`config.mk`:
```
export PLATFORM = sky130hd
export DESIGN_NAME = note_sequencer_flat
export DESIGN_NICKNAME = d
export VERILOG_FILES = /design/src/rtl/note_sequencer_if.sv /design/src/rtl/note_sequencer.sv /design/src/flat_wrapper.sv
export SDC_FILE = /design/constraint.sdc
export NUM_CORES = 1
export LEC_CHECK = 0
export CAP_MARGIN = 20
export CORE_AREA = 2 2 122 124
export DETAILED_ROUTE_END_ITERATION = 8
export DIE_AREA = 0 0 124 126
export PLACE_DENSITY = 0.47
export SKIP_CTS_REPAIR_TIMING = 1
export SYNTH_ARGS = -nofsm -noshare
export SYNTH_HDL_FRONTEND = slang
export SYNTH_SLANG_ARGS = --single-unit
```
`constraint.sdc`:
```
create_clock -name clk -period 5.7 [get_ports clk]
set_input_delay 0.57 -clock clk [delete_from_list [all_inputs] [get_ports clk]]
set_output_delay 0.57 -clock clk [all_outputs]
set_load 0.02 [all_outputs]
```
`src/rtl/note_sequencer_if.sv`:
```
// Control/status bundle between the top-level controller and the note sequencer.
// The controller drives playback control and pattern writes; the sequencer returns note/gate/status.
interface note_sequencer_if;
  logic       start;
  logic       stop;
  logic       loop;
  logic [3:0] length;
  logic       wr_en;
  logic [3:0] wr_addr;
  logic [2:0] wr_data;
  logic [1:0] note_sel;
  logic       gate;
  logic [3:0] step;
  logic       playing;
  logic       done;

  modport master (
    output start, stop, loop, length, wr_en, wr_addr, wr_data,
    input  note_sel, gate, step, playing, done
  );

  modport slave (
    input  start, stop, loop, length, wr_en, wr_addr, wr_data,
    output note_sel, gate, step, playing, done
  );
endinterface

```
`src/rtl/note_sequencer.sv`:
```
// Steps through a 16-entry {rest, note} pattern at a fixed tempo, driving the oscillator note
// select and an audio gate that is forced low for a short gap at the end of every step.
module note_sequencer #(
  parameter int BEAT_CYCLES = 2_500_000,
  parameter int GAP_CYCLES  = 250_000,
  parameter int CNT_W       = 22
) (
  input  logic             clk,
  input  logic             rst_n,
  note_sequencer_if.slave  bus
);

  localparam logic [CNT_W-1:0] CNT_LAST = CNT_W'(BEAT_CYCLES - 1);
  localparam logic [CNT_W-1:0] CNT_GAP  = CNT_W'(BEAT_CYCLES - GAP_CYCLES - 1);
  localparam logic [CNT_W-1:0] CNT_ONE  = CNT_W'(1);

  typedef enum logic {IDLE, PLAY} state_t;

  state_t           state, state_nxt;
  logic [CNT_W-1:0] cnt, cnt_nxt;
  logic [2:0]       pattern [16];

  logic [1:0] note_q, note_nxt;
  logic       gate_q, gate_nxt;
  logic [3:0] step_q, step_nxt;
  logic       done_q, done_nxt;

  logic       beat_end;
  logic       gap_hit;
  logic       last_step;
  logic       load;
  logic [3:0] load_idx;

  assign beat_end = (cnt == CNT_LAST);
  assign gap_hit  = (cnt == CNT_GAP);
  // A step past LENGTH (LENGTH lowered mid-play) keeps advancing until the index tops out at 15.
  assign last_step = (step_q == bus.length) || (step_q == 4'hF);

  // Pattern RAM: reads during a load see the pre-write contents of the same edge.
  always_ff @(posedge clk or negedge rst_n) begin
    if (!rst_n) begin
      for (int i = 0; i < 16; i++) pattern[i] <= 3'b100;
    end else if (bus.wr_en) begin
      pattern[bus.wr_addr] <= bus.wr_data;
    end
  end

  // State and registered outputs.
  always_ff @(posedge clk or negedge rst_n) begin
    if (!rst_n) begin
      state  <= IDLE;
      cnt    <= '0;
      note_q <= 2'd0;
      gate_q <= 1'b0;
      step_q <= 4'd0;
      done_q <= 1'b0;
    end else begin
      state  <= state_nxt;
      cnt    <= cnt_nxt;
      note_q <= note_nxt;
      gate_q <= gate_nxt;
      step_q <= step_nxt;
      done_q <= done_nxt;
    end
  end

  always_comb begin
    state_nxt = state;
    unique case (state)
      IDLE: if (bus.start && !bus.stop) state_nxt = PLAY;
      PLAY: begin
        if (bus.stop)                                       state_nxt = IDLE;
        else if (!bus.start && beat_end && last_step && !bus.loop) state_nxt = IDLE;
      end
      default: state_nxt = IDLE;
    endcase
  end

  always_comb begin
    cnt_nxt  = cnt;
    note_nxt = note_q;
    gate_nxt = gate_q;
    step_nxt = step_q;
    done_nxt = 1'b0;
    load     = 1'b0;
    load_idx = 4'd0;
    unique case (state)
      IDLE: begin
        cnt_nxt  = '0;
        gate_nxt = 1'b0;
        if (bus.start && !bus.stop) load = 1'b1;
      end
      PLAY: begin
        if (bus.stop) begin
          cnt_nxt  = '0;
          gate_nxt = 1'b0;
        end else if (bus.start) begin
          load = 1'b1;
        end else if (beat_end) begin
          if (!last_step) begin
            load     = 1'b1;
            load_idx = 4'(step_q + 4'd1);
          end else if (bus.loop) begin
            load = 1'b1;
          end else begin
            cnt_nxt  = '0;
            gate_nxt = 1'b0;
            done_nxt = 1'b1;
          end
        end else begin
          cnt_nxt = cnt + CNT_ONE;
          if (gap_hit) gate_nxt = 1'b0;
        end
      end
      default: begin
        cnt_nxt  = '0;
        gate_nxt = 1'b0;
      end
    endcase
    if (load) begin
      step_nxt = load_idx;
      note_nxt = pattern[load_idx][1:0];
      gate_nxt = ~pattern[load_idx][2];
      cnt_nxt  = '0;
    end
  end

  assign bus.note_sel = note_q;
  assign bus.gate     = gate_q;
  assign bus.step     = step_q;
  assign bus.playing  = (state == PLAY);
  assign bus.done     = done_q;

endmodule
```
`src/flat_wrapper.sv`:
```
// flat-port wrapper written by rule: the top's interface ports become plain ports
module note_sequencer_flat 
#(
  parameter int BEAT_CYCLES = 2_500_000,
  parameter int GAP_CYCLES  = 250_000,
  parameter int CNT_W       = 22
)
  (clk, rst_n, bus_start, bus_stop, bus_loop, bus_length, bus_wr_en, bus_wr_addr, bus_wr_data, bus_note_sel, bus_gate, bus_step, bus_playing, bus_done);
  note_sequencer_if bus_i ();
  input  logic clk;
  input  logic rst_n;
  input wire logic [$bits(bus_i.start)-1:0] bus_start;
  input wire logic [$bits(bus_i.stop)-1:0] bus_stop;
  input wire logic [$bits(bus_i.loop)-1:0] bus_loop;
  input wire logic [$bits(bus_i.length)-1:0] bus_length;
  input wire logic [$bits(bus_i.wr_en)-1:0] bus_wr_en;
  input wire logic [$bits(bus_i.wr_addr)-1:0] bus_wr_addr;
  input wire logic [$bits(bus_i.wr_data)-1:0] bus_wr_data;
  output wire logic [$bits(bus_i.note_sel)-1:0] bus_note_sel;
  output wire logic [$bits(bus_i.gate)-1:0] bus_gate;
  output wire logic [$bits(bus_i.step)-1:0] bus_step;
  output wire logic [$bits(bus_i.playing)-1:0] bus_playing;
  output wire logic [$bits(bus_i.done)-1:0] bus_done;
  assign bus_i.start = bus_start;
  assign bus_i.stop = bus_stop;
  assign bus_i.loop = bus_loop;
  assign bus_i.length = bus_length;
  assign bus_i.wr_en = bus_wr_en;
  assign bus_i.wr_addr = bus_wr_addr;
  assign bus_i.wr_data = bus_wr_data;
  assign bus_note_sel = bus_i.note_sel;
  assign bus_gate = bus_i.gate;
  assign bus_step = bus_i.step;
  assign bus_playing = bus_i.playing;
  assign bus_done = bus_i.done;
  note_sequencer #(.BEAT_CYCLES(BEAT_CYCLES), .GAP_CYCLES(GAP_CYCLES), .CNT_W(CNT_W)) u_core (.clk(clk), .rst_n(rst_n), .bus(bus_i));
endmodule
```
==> impl_metrics.json, run 1 <==
{
  "netSwitchingFraction_pct": 23.7,
  "async_flop_share_pct": 100,
  "fin_util_pct": 34.6,
  "yosys_area_mm2": 0.00421,
  "ys_sh_aoi_pct": 8.38,
  "adder_share_pct": 0.594,
  "top_cells_by_area": "dfrtp_1 37%, mux2_2 13%, dfstp_2 10%, nor2_1 3.6%, xnor2_1 3.1%",
  "die_w_um": 124,
  "die.size.y_um": 126,
  "drt-total-wl_um": 10200,
  "cpPeakStageDelay_ns": 0.62,
  "p_total_w": 0.00152,
  "p_int_w": 0.00116,
  "syn-cell-area_mm2": 0.00421,
  "status": "complete, no violations",
  "fp_util_pct": 29.4,
  "p_leak_nw": 1.88,
  "power_frac_clock_pct": 41.2,
  "grt_pass1_wl_um": 16900,
  "ys.flop_type": "dfrtp_1",
  "first_global_vias": 3100,
  "finalSetupTns_ns": 0,
  "rows": 44,
  "timing.rr.end": "u_core.bus.note_sel[1]",
  "setup_viol": 0,
  "edf_count": 0,
  "vdd_ir_drop_max_mv": 0.150,
  "hpwl_um": 7250,
  "start_kind": "flip-flop",
  "crit_slowest_cell": "xnor2_1",
  "yosys.stat.seqShare_pct": 47.4,
  "pwr-share-seq_pct": 46.6,
  "ys_types": 64,
  "drv_slew": 0,
  "ctsLongestPathBuffers": 2,
  "synth.largest_area_cell": "dfrtp_1",
  "fmax_mhz": 354,
  "finalHoldViolations": 0,
  "finish.net_count": 414,
  "worst_pin_slew_ns": 0.803,
  "cp.required_ns": 5.94,
  "cp.arrival_ns": 3.06,
  "port-buffer-count": 25,
  "pin_count": 26,
  "ys_cells": 370,
  "n_antenna_cell": 0,
  "drc": 0,
  "power.density_mw_per_mm2": 308,
  "syn_area_per_cell_um2": 11.4,
  "viasPerCell": 5.03,
  "cp-end-kind": "flip-flop",
  "grt_max_degree": 63,
  "syn_to_final_growth_pct": 17.5,
  "synthTopCellsByCount": "63 x dfrtp_1, 50 x mux2_2, 40 x nor2_1",
  "synth.comb.largest_family": "simple AND/OR/NAND/NOR gates",
  "chipArea_mm2": 0.0156,
  "slew_headroom_pct": 46.4,
  "wl_per_cell_um": 17.5,
  "rr_worst_depth": 7,
  "clkSlewWorstSetupHoldPaths_ns": 0.06,
  "synth.top_cell.area_share_pct": 37.4,
  "skew_ns": 0.00639,
  "final_layout_size_suffix_gt1_share_pct": 26.3,
  "ys_warn_count": 0,
  "gp_congestion": 0.820,
  "comb_power_share_pct": 12.1,
  "ant_nets": 0,
  "xor_share_pct": 6.03,
  "grt.overflow.total": 0,
  "rsz0062_at_grt": "no",
  "crit_path_max_fanout": 8,
  "warnings": 26,
  "root_buffer": "clkbuf_16",
  "grtUsageTotal_pct": 14.3,
  "path_cells": "ha_1 > xnor2_1 > nand3_1 > nor4_1 > a2bb2oi_1 > a32o_1 > a41o_1",
  "htree_num_levels": 3,
  "drt_first_pass_iters": 4,
  "period_used_pct": 49.6,
  "cts_made_buffers": 9,
  "cts_tree": "yes",
  "ys_ff": 79,
  "clkLatencyLatePin_ns": 0.34,
  "core_area_mm2": 0.0143
}
## run 1: how the worst max path moves through the flow
| stage | from | to | slack, ns |
|---|---|---|---|
| final | u_core.bus.step[1] | u_core.bus.note_sel[1] | 2.87 |
| after global routing | u_core.bus.step[1] | u_core.bus.note_sel[1] | 2.64 |
| after CTS | u_core.bus.step[1] | u_core.bus.note_sel[1] | 2.92 |
| after detailed placement | bus_stop | u_core.bus.note_sel[1] | 2.67 |
| after global placement | bus_stop | u_core.bus.note_sel[1] | 2.72 |
| after floorplan | u_core.bus.step[1] | u_core.bus.note_sel[1] | 3.38 |
## run 1: cell families (layout without fill, tap and decap cells)
kind of cell / Yosys count / count (layout)
flip-flops: 79 / 79
AND/OR/NAND/NOR: 133 / 133
adder cells (fa/ha/maj): 2 / 2
XOR/XNOR: 29 / 29
multiplexers: 61 / 61
AND-OR/OR-AND: 45 / 45
buffers and inverters: 21 / 51
## run 1: routing by layer
layer	wire, um	part of all wire [%]	track usage, %	vias up
li1	-	-	-	1403
met3	333	3.3	3.71	11
met4	121	1.2	4.23	0
met1	5100	50	20.3	1484
met5	0	0	0	-
met2	4650	46	21.3	42
## run 1: placed cells by master, fill, tap and decap left out, types with 3 or more instances in the layout
cell              n
clkdlybuf4s50_1  24
xor2_1           14
mux2_2           50
clkbuf_16         9
nand2b_1          8
dfstp_2          16
dfrtp_1          63
o211ai_1          4
nand4_1           9
buf_4             4
o2111ai_1         3
a211oi_1          4
and3_1            5
nor2_1           40
or3_1             3
nor4_1            3
nand3_1          13
inv_1             7
a21oi_1           6
o21ai_0           7
xnor2_1          15
mux2i_1           9
nand3b_1          3
nand2_1          23
## run 1: state kept, by name, summed over array words and instances (netlist names)
name and flops:
u_core.bus.done 1, u_core.bus.gate 1, u_core.bus.note_sel 2, u_core.bus.playing 1, u_core.bus.step 4, u_core.cnt 22, u_core.pattern 48
## run 1: per-stage QoR
step           std cells  hold WS (ns)  setup slack (ns)  cell area (um2)
2_1_floorplan        370         0.274              3.38             4210
3_3_place_gp         568         0.453              2.72             4630
3_5_place_dp         568         0.461              2.67             4630
4_1_cts              584        0.0852              2.92             4950
5_1_grt              584        0.0901              2.64             4950
6_report             584        0.0902              2.87             4950
## run 1: worst max-delay path, delay by kind of cell (launching register included)
family | cells | cell delay, ns
fa+ha+maj | 1 | 0.33
flops | 1 | 0.46
xor+xnor | 1 | 0.62
compound gates | 3 | 0.64
simple gates | 2 | 0.67
## run 1: power groups by stage
stage / clock, W / sequential (W) / combinational (W)
after floorplan: 0 / 0.000707 / 0.000120
after global placement: 0 / 0.000719 / 0.000184
after detailed placement: 0 / 0.000721 / 0.000186
after CTS: 0.000650 / 0.000711 / 0.000187
after global routing: 0.000676 / 0.000722 / 0.000203
final: 0.000628 / 0.000711 / 0.000185
## run 1: final cells by class
cell class	count	area (um2)
Inverter	7	26.3
Clock buffer	11	243
Timing Repair Buffer	28	270
Multi-Input combinational cell	270	2100
Clock inverter	5	81.3
Sequential cell	79	2000
Fill cell	1432	9360
Tap cell	184	230
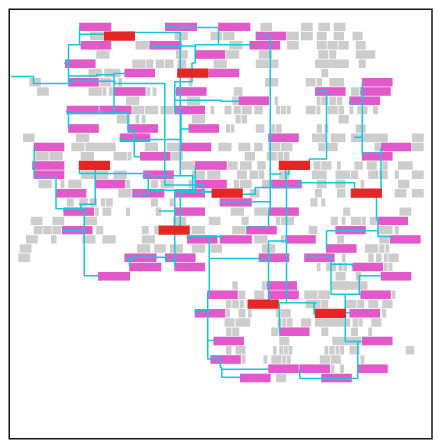
Fig. 1. Clock network drawn from the DEF (run 1).
clock wires: in cyan, length 1,180 um. cells driving clock nets: in red, count 9. flip-flops: in magenta, count 79.
Position of the flops: widely spread. There are 10 routed clock nets.

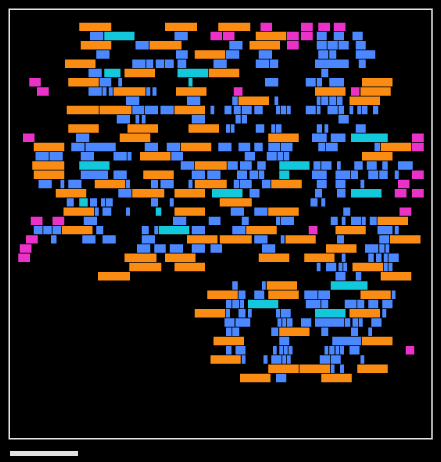
Fig. 2. Cells coloured by class (run 1).
Bar = 20 um.
clock drivers and dummy loads: in cyan, cells 16, share of their area 6.9%. other buffers and delay cells: in magenta, cells 28, share of their area 5.7%. flip-flops: in orange, cells 79, share of their area 42%. all other logic: in blue, cells 277, share of their area 45%.

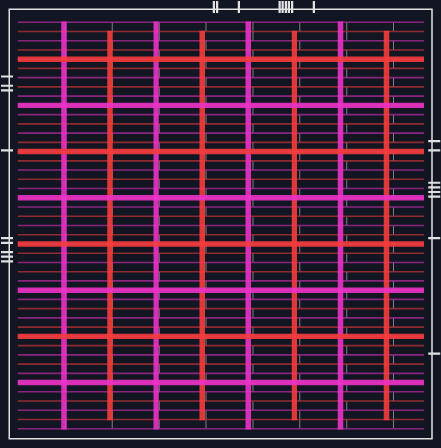
Fig. 3. Power grid (run 1).
Pins as bars on the die edge. Tap cells in grey.
VSS: in magenta. VDD: in red.
The core has 44 rows. 8 straps on met4.

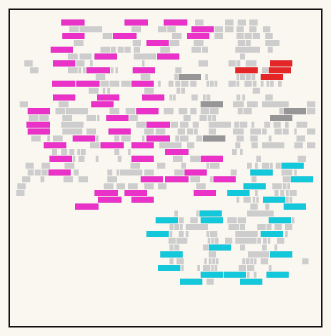
Fig. 4. Sequential cells coloured by netlist name (run 1).
Other sequential cells in the stronger grey, the rest of the logic in the fainter grey.
u_core.bus.step: in red, placed flops 4, where upper right. u_core.pattern: in magenta, placed flops 48. u_core.cnt: in cyan, placed flops 22.

Fig. 5: run 1, routing congestion map
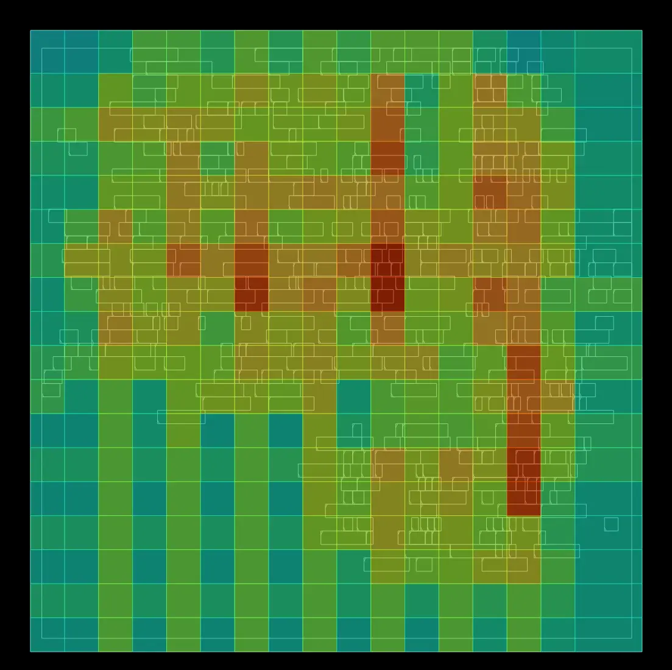

--- run 2 (diff from run 1) ---
PLACE_DENSITY = 0.49   (was 0.47)
clock period = 2.3 ns   (was 5.7 ns; I/O delays follow)
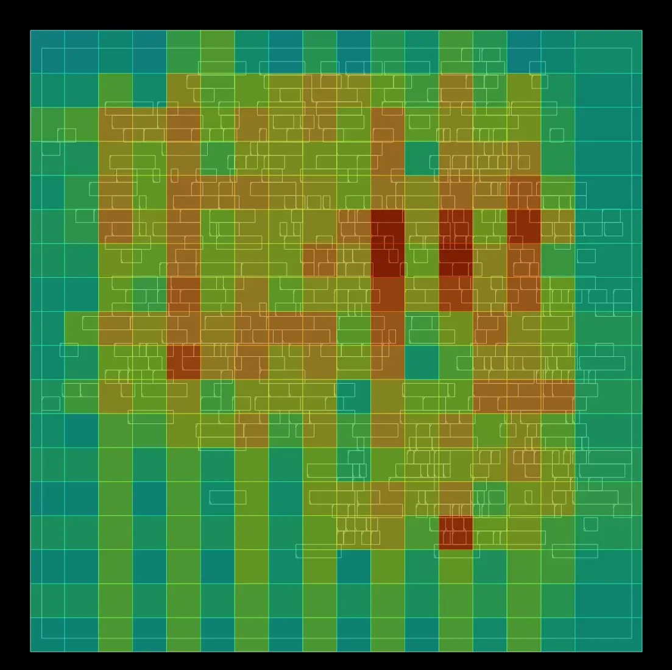
Fig. 6. Routing congestion map (run 2).
routed wire length per instance: 17.0 um
GR Util met2: 21.6%
gr busiest metal: met2

==> impl_metrics.json, run 2 <==
{
  "n_antenna_cell": 0,
  "status": "complete, no violations",
  "crit_path_max_fanout": 5,
  "synth.comb.largest_family": "simple AND/OR/NAND/NOR gates",
  "finish.net_count": 448,
  "final_layout_size_suffix_gt1_share_pct": 32.5,
  "yosys_area_mm2": 0.00421,
  "period_used_pct": 96.5,
  "ys_ff": 79,
  "ctsLongestPathBuffers": 2,
  "crit_slowest_cell": "dfrtp_1",
  "holdWs_ns": 0.358,
  "n_fill_cell": 1436,
  "grtUsageTotal_pct": 14.6,
  "fin_crit_ns": 2.22,
  "gp_congestion": 0.885,
  "syn_area_per_cell_um2": 11.4,
  "final_cell_area_mm2": 0.00523,
  "lay_top_count": "dfrtp_1",
  "drv_slew": 0,
  "comb_area_mm2": 0.00213,
  "path_class": "reg -> reg",
  "drc": 0,
  "ys.flop_type": "dfrtp_1",
  "grt_use_met1_pct": 20.6,
  "ant_nets": 0,
  "synth.top_cell.area_share_pct": 37.4,
  "clkLatencyLatePin_ns": 0.34,
  "grt_pass1_wl_um": 17200,
  "vdd_ir_drop_max_mv": 0.421,
  "cp.arrival_ns": 2.47,
  "grt_max_degree": 37,
  "syn_to_final_growth_pct": 24.2,
  "warnings": 27,
  "ys_types": 64,
  "chipArea_mm2": 0.0156,
  "ys_sh_aoi_pct": 8.38,
  "drt_first_pass_iters": 4,
  "top_cells_by_area": "dfrtp_1 37%, mux2_2 13%, dfstp_2 10%, nor2_1 3.6%, xnor2_1 3.1%",
  "largest_reg_flops": 48,
  "dpl-instance-area_mm2": 0.00489,
  "yosys.stat.seqShare_pct": 47.4,
  "grt.overflow.total": 0,
  "synth.largest_area_cell": "dfrtp_1",
  "rows": 44,
  "root_buffer": "clkbuf_16",
  "cts_made_buffers": 9,
  "port-buffer-count": 25,
  "grt.met3_usage_pct": 3.89,
  "cts_tree": "yes",
  "slew_headroom_pct": 52.4,
  "rsz0062_at_grt": "yes",
  "viasPerCell": 5.05,
  "p_leak_nw": 2.05,
  "drt_iter0_drc": 158,
  "path_cells": "ha_1 > and3_1 > a41oi_2 > o2111ai_1 > a211oi_1 > buf_4 > o21ai_1 > o211ai_1",
  "clkSlewWorstSetupHoldPaths_ns": 0.06,
  "cp-end-kind": "flip-flop",
  "die_w_um": 124,
  "power.density_mw_per_mm2": 712,
  "skew_ns": 0.00504,
  "worst_pin_slew_ns": 0.712,
  "startpoint": "u_core.bus.step[0]",
  "fp_util_pct": 29.4,
  "pin_count": 26,
  "edf_count": 0,
  "synthMuxAreaShare_pct": 16.6,
  "htree_num_levels": 3,
  "first_global_vias": 3133,
  "syn-cell-area_mm2": 0.00421,
  "start_kind": "flip-flop",
  "setup_viol": 0,
  "hpwl_um": 7760,
  "synthTopCellsByCount": "63 x dfrtp_1, 50 x mux2_2, 40 x nor2_1",
  "top_register": "u_core.pattern",
  "async_flop_share_pct": 100,
  "xor_share_pct": 6.03,
  "cpPeakStageDelay_ns": 0.41,
  "adder_share_pct": 0.594,
  "ys_warn_count": 0,
  "die.size.y_um": 126,
  "cp.required_ns": 2.55,
  "drt-total-wl_um": 10500,
  "ys_cells": 370,
  "layout_top_cells": "63 x dfrtp_1, 50 x mux2_2, 40 x nor2_1",
  "core_area_mm2": 0.0143,
  "finalSetupTns_ns": 0,
  "finalHoldViolations": 0,
  "rr_worst_depth": 8,
  "fmax_mhz": 451
}
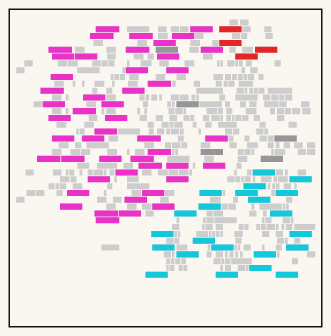
Fig. 7. Sequential cells coloured by netlist name (run 2).
Other sequential cells in the stronger grey, the rest of the logic in the fainter grey.
final core utilization: 36.6%
register area: 0.00200 mm2
flop share of the area: 38.2%

-- run 2: metal layers --
layer  vias to the layer above  wire, um
li1                       1467         -
met1                      1573      5130
met2                        70      4730
met3                        10       479
met4                         0       145
met5                         -         0
-- run 2: logic make-up after synthesis --
group,Yosys count
AND/OR/NAND/NOR,133
multiplexers,61
AND-OR/OR-AND,45
flip-flops,79
adder cells (fa/ha/maj),2
buffers and inverters,21
XOR/XNOR,29
-- run 2: area by class of cell --
cell class | instances | area share, %
multi-input cells | 270 | 40.7
inverters | 7 | 0.502
clock inverters | 2 | 0.717
flip-flops and latches | 79 | 38.2
well taps | 184 | 4.40
clock buffers | 14 | 5.24
repair buffers | 62 | 10.3
-- run 2: worst paths after layout --
kind / end / slack, ns
worst max-delay path: u_core.bus.gate / 0.08
max in group asynchronous: u_core.pattern[22] / 1.33
worst min register to register: u_core.cnt[0] / 0.48
worst max register to register: u_core.bus.gate / 0.08
worst min-delay path: u_core.cnt[15] / 0.36
min in group clk: u_core.cnt[0] / 0.48
-- run 2: worst max-delay path: cells and delay by family (launching register included) --
kind / cells / cell delay (ns)
flip-flops: 1 / 0.41
AND-OR/OR-AND: 5 / 1.04
buffers and inverters: 1 / 0.18
adder cells (fa/ha/maj): 1 / 0.27
AND/OR/NAND/NOR: 1 / 0.23
-- run 2: where the power goes --
| group | internal (W) | leakage (nW) | switching [W] | total, W |
|---|---|---|---|---|
| registers | 0.00165 | 0.988 | 0.000117 | 0.00176 |
| clock network | 0.000931 | 0.149 | 0.000564 | 0.00150 |
| logic | 0.000270 | 0.917 | 0.000199 | 0.000469 |
| total | 0.00285 | 2.05 | 0.000880 | 0.00373 |
-- run 2: per-stage QoR --
step | total power [W] | cells | worst slack, ns
2_1_floorplan | 0.00205 | 370 | 0.0253
5_1_grt | 0.00390 | 618 | -0.0335
3_5_place_dp | 0.00226 | 601 | -0.0722
3_3_place_gp | 0.00225 | 601 | -0.0631
6_report | 0.00373 | 618 | 0.0811
4_1_cts | 0.00378 | 617 | 0.0318
No activity file was given, so power comes from the tool's default toggle rates.
